Design jstk_spi_responder_flat, sky130hd; sources not shown.
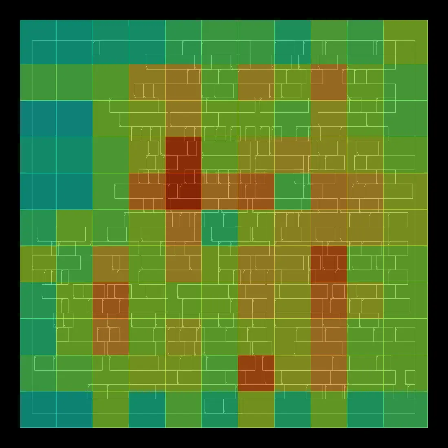
**Above:** run 1 (congestion heat map).
Overall Global Routing Usage: 17.5%
GRT met2 Usage: 26.6%

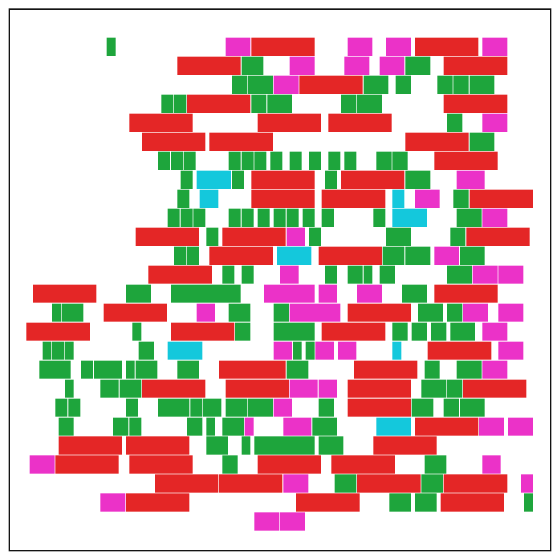
**Above:** run 1 (cell classes on the final placement).
[cyan] clock drivers and dummy loads | cells: 8 | share of their area: 3.0%
[magenta] other buffers and delay cells | cells: 44 | share of their area: 15%
[green] combinational and other logic | cells: 131 | share of their area: 33%
[red] flops | cells: 55 | share of their area: 49%
fin util: 56.6%
Finished Cell Area: 0.00291 sq mm

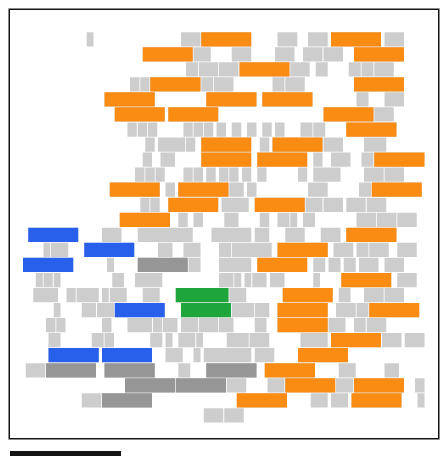
**Above:** run 1 (sequential cells colored by netlist name).
The bar under the picture is 20 microns long.
[blue] u_core.bit_cnt | sequential cells: 6
[orange] u_core.shreg | sequential cells: 40
[green] u_core.state | sequential cells: 2
Power Sequential: 1510 uW
sequential cell area: 0.00138 sq mm

==> ci_impl_report.md, run 1 <==
### Metrics collected by this job

| Metric | Value |
|---|---|
| Outcome | completed |
| Worst-path clk slew | around 0.1 ns |
| Dominant kind of cell by area | registers |
| EDFF count, synth | 0 |
| Initial core utilization | 47.1% |
| Worst path required time | 1.79 ns |
| RePlAce Congestion | ~0.72 |
| Flop share of the area | 47.3% |
| Max incr delay on CP | approximately 0.4 ns |
| Syn_area_per_cell | approximately 12 sq um |
| Max Cap Viol | 0 |
| Total number of vias | about 1,700 |
| Buffer share of cell area | 14.7% |
| Cell family with most CP delay | flip-flops |
| And-or/or-and share of the synthesized area | 19.6% |
| TAP cells | ~70 |
| Share of cells above drive strength 1 | 14.3% |
| # DRC | 0 |
| NetSw | ~710 uW |
| Post-synthesis cell count from yosys | 202 |
| Top cells by area | dfrtp_1 (57%), a221o_1 (8.7%), and3_1 (5.7%), a21oi_1 (2.9%), o21ai_0 (2.9%) |
| CTS sink cnt | roughly 55 |
| Synth logic family | AND-OR/OR-AND gates |
| Area post-placement | 0.00282 sq mm |
| Main flop type | dfrtp_1 |
| WL per Instance | 15.9 microns |
| Area Growth Syn to Fin | 20.1% |
| Unrepaired setup endpoints after global routing | true |
| Nets | ~270 |
| Non-clk invs | 3 |
| Hold path cells | 0 |
| Leakage power | between 0.001 and 0.0015 uW |
| Largest type area fraction | 56.8% |
| Sequential Power Share | a little under three fifths |
| Drt first pass iters | 4 |
| Xor/xnor share | less than 1% |
| Worst Path Arrival | 1.75 ns |
| Final WS setup | between 0.04 and 0.05 ns |
| Post-CTS setup buffers | 0 |
| Sw Share | between 20% and 30% |
| Logic cell area | just over 900 sq um |
| Later-pin clock latency in the skew report | between 0.3 and 0.4 ns |
| Top cell type by total area after synthesis | dfrtp_1 |
| Gr ovfl total | 0 |
| Yosys stat area | 0.00242 sq mm |
| Most numerous logic cells after layout | dfrtp_1 (54), clkdlybuf4s50_1 (24), and3_1 (22), a221o_1 (21) |
| Drt first-iter violations | about 200 |
| Post-Layout Cell Count | slightly above 300 |
| Tool Warnings | 28 |
| Setup violators final | 0 |
| DIE WIDTH | a little under 80 microns |
| Critical path depth | 5 |
| Number of clock buffers in the layout | 6 |
| I/O Buffers | 28 |
| CTS HTree Levels | 2 |
| Ys async rst share | 100% |
| # placed instances | between 200 and 300 |
| Max rail drop VDD | ~0.35 mV |
| Post-synthesis register bit count | around 55 |
| Worst-path fanout max | 25 |
| Clock group | 660 uW |
| Cell variety after synth | slightly above 40 |
| Fin. max-slew vios | 0 |
| Simple-Gate Area Share | between 10% and 20% |
| Synthesis Warnings | 0 |
| Comb. pwr | 480 uW |
| Worst Setup Start Kind | flop |
| Post-Syn Instances | between 200 and 250 |
run 1: metal layers:
layer  up-vias  share of wire (%)  GRT usage, %  routed length, microns
li1        837                  -             -                       -
met1       856                 48          25.2                    2350
met5         -                  0             0                       0
met2        36                 47          26.6                    2280
met3        10                4.0          3.84                     197
met4         0                1.5          5.36                      73
run 1: cells in the mapped netlist, types with 2 or more instances:
cell type and count:
dfrtp_1 55, a221o_1 21, buf_2 5, o21ai_0 14, inv_1 3, and3_1 22
buf_4 4, clkbuf_1 3, nor2_1 4, a22o_1 7, nand3_1 13, or3_1 2
buf_6 5, nand2_1 4, a21oi_1 14
run 1: timing repair:
action	CTS	global route
resized	5	5
hold buffers	1	0
pin swaps	1	0
hold endpoints to repair	55	0
setup endpoints to repair	23	16
cloned	0	0
==> run 2, diff against run 1 <==
--- a/config.mk
+++ b/config.mk
@@ -5,7 +5,7 @@
 export SDC_FILE = /design/constraint.sdc
 export NUM_CORES = 1
 export LEC_CHECK = 0
-export CORE_MARGIN = 2
+export CORE_MARGIN = 10
 export CORE_UTILIZATION = 45
 export CTS_CLUSTER_DIAMETER = 150
 export DETAILED_ROUTE_END_ITERATION = 10
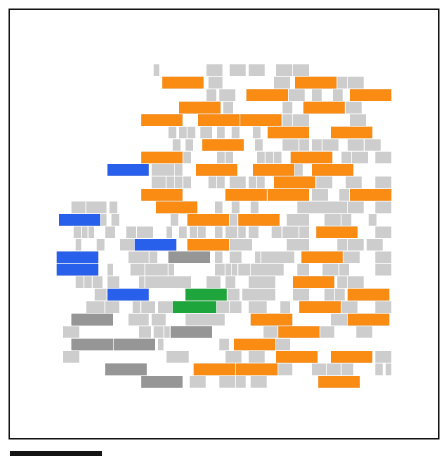
**Above:** run 2 (sequential cells colored by netlist name).
The bar under the picture is 20 microns long.
fin util: 57.0%
flop share of the area: 46.7%

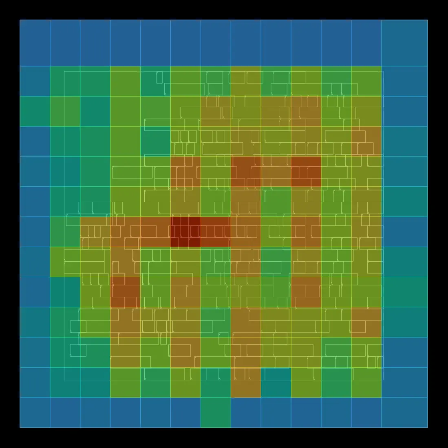
**Above:** run 2 (congestion heat map).
met3 usage: 3.04%
met1 Use GR: 17.6%
GRT met2 Usage: 16.6%

==> run 2 against run 1 <==
Effect of this change: first-iteration DRC count is 16% lower; clock power is 23% higher; sequential cell count stayed put; largest cell class unchanged.
==> ci_impl_report.md, run 2 <==
### Metrics collected by this job

| Metric | Value |
|---|---|
| Sequential cell area | roughly 0.0014 sq mm |
| Top cells by area | dfrtp_1 (57%), a221o_1 (8.7%), and3_1 (5.7%), a21oi_1 (2.9%), o21ai_0 (2.9%) |
| RePlAce Congestion | 0.742 |
| Finished Cell Area | 0.00295 sq mm |
| Synthesis Warnings | 0 |
| Syn_area_per_cell | 12.0 sq um |
| Total number of vias | 1,729 |
| # placed instances | ~300 |
| Share of cells above drive strength 1 | about 15% |
| Comb. pwr | between 400 and 500 uW |
| Routed Antenna Nets | 0 |
| Buffer share of cell area | ~15% |
| Crit path buffers/inverters | 2 |
| I/O Buffers | 28 |
| Post-Syn Instances | just over 200 |
| CTS sink cnt | between 50 and 60 |
| Outcome | completed |
| CTS HTree Levels | 2 |
| Clock network area share | between 3 and 4% |
| Nets | ~270 |
| Later-pin clock latency in the skew report | 0.30 ns |
| Via-to-Cell Ratio | between 5 and 6 |
| TAP cells | 70 |
| EDFF count, synth | 0 |
| NetSw | between 700 and 800 uW |
| Initial core utilization | between 40% and 50% |
| Cell variety after synth | slightly above 40 |
| Worst Setup Start Kind | flop |
| Maximum clock frequency | roughly 560 MHz |
| Top cell type by total area after synthesis | dfrtp_1 |
| Logic cell area | 926 sq um |
| WL per Instance | 16.0 microns |
| Leakage power | approximately 0.0013 uW |
| Sequential Power Share | a little over half |
| Number of clock buffers in the layout | 5 |
| Final WS setup | ~0.030 ns |
| Post-Layout Cell Count | a little over 300 |
| Tool Warnings | 28 |
| Area post-placement | roughly 0.0028 sq mm |
| Non-clk invs | 3 |
| Unrepaired setup endpoints after global routing | true |
| Max rail drop VDD | approximately 0.4 mV |
| Post-CTS setup buffers | 0 |
| Overall Global Routing Usage | about an eighth |
| Main flop type | dfrtp_1 |
| Power Sequential | between 1500 and 2000 uW |
| Most frequent cells after synthesis | dfrtp_1 (55), and3_1 (22), a221o_1 (21) |
| Worst-path fanout max | 15 |
| Fillers | about 420 |
| Ys async rst share | 100% |
| Max incr delay on CP | between 0.4 and 0.5 ns |
| Critical path depth | 5 |
| DIE WIDTH | 93.4 microns |
| Worst Path Arrival | 1.76 ns |
| Post-CTS resize count | 5 |
| Clock group | ~820 uW |
| Sw Share | around 26% |
| Hold path cells | 0 |
| Worst path required time | around 1.8 ns |
| Hold Buf Count CTS | 1 |
| Post-synthesis register bit count | between 50 and 60 |
| Setup violators final | 0 |
| Max Cap Viol | 0 |
| Dominant kind of cell by area | registers |
| Yosys stat area | around 0.0024 sq mm |
| Largest type area fraction | between 50% and 60% |
| Most numerous logic cells after layout | dfrtp_1 (54), clkdlybuf4s50_1 (24), and3_1 (22), a221o_1 (21) |
| # DRC | 0 |
| First-pass GRT wire length | approximately 8.6 mm |
| Drt first-iter violations | between 150 and 200 |
| Post-synthesis cell count from yosys | roughly 200 |
| Worst-path clk slew | 0.10 ns |
-- run 2: cell counts after synthesis --
No cell type changed its count.
-- run 2: cells by family (layout without fill, tap and decap cells) --
| group | count (synthesis) | count (layout) | synth area share [%] |
|---|---|---|---|
| AND-OR/OR-AND | 63 | 63 | 19.6 |
| XOR/XNOR | 1 | 1 | 0.362 |
| adder cells (fa/ha/maj) | 1 | 1 | 0.516 |
| buffers and inverters | 20 | 56 | 5.53 |
| flip-flops | 55 | 55 | 56.8 |
| multiplexers | 1 | 1 | 0.413 |
| other | 1 | 2 | 0.155 |
| AND/OR/NAND/NOR | 60 | 60 | 16.6 |
-- run 2: routing by layer --
metal  routed length [microns]  track usage (%)  vias up
met2                      2180             16.6       32
li1                          -                -      839
met1                      2490             17.6      851
met4                        61             3.08        0
met3                       215             3.04        7
met5                         0                0        -
Power figures rest on the tool's default switching activity, not on a simulated workload.
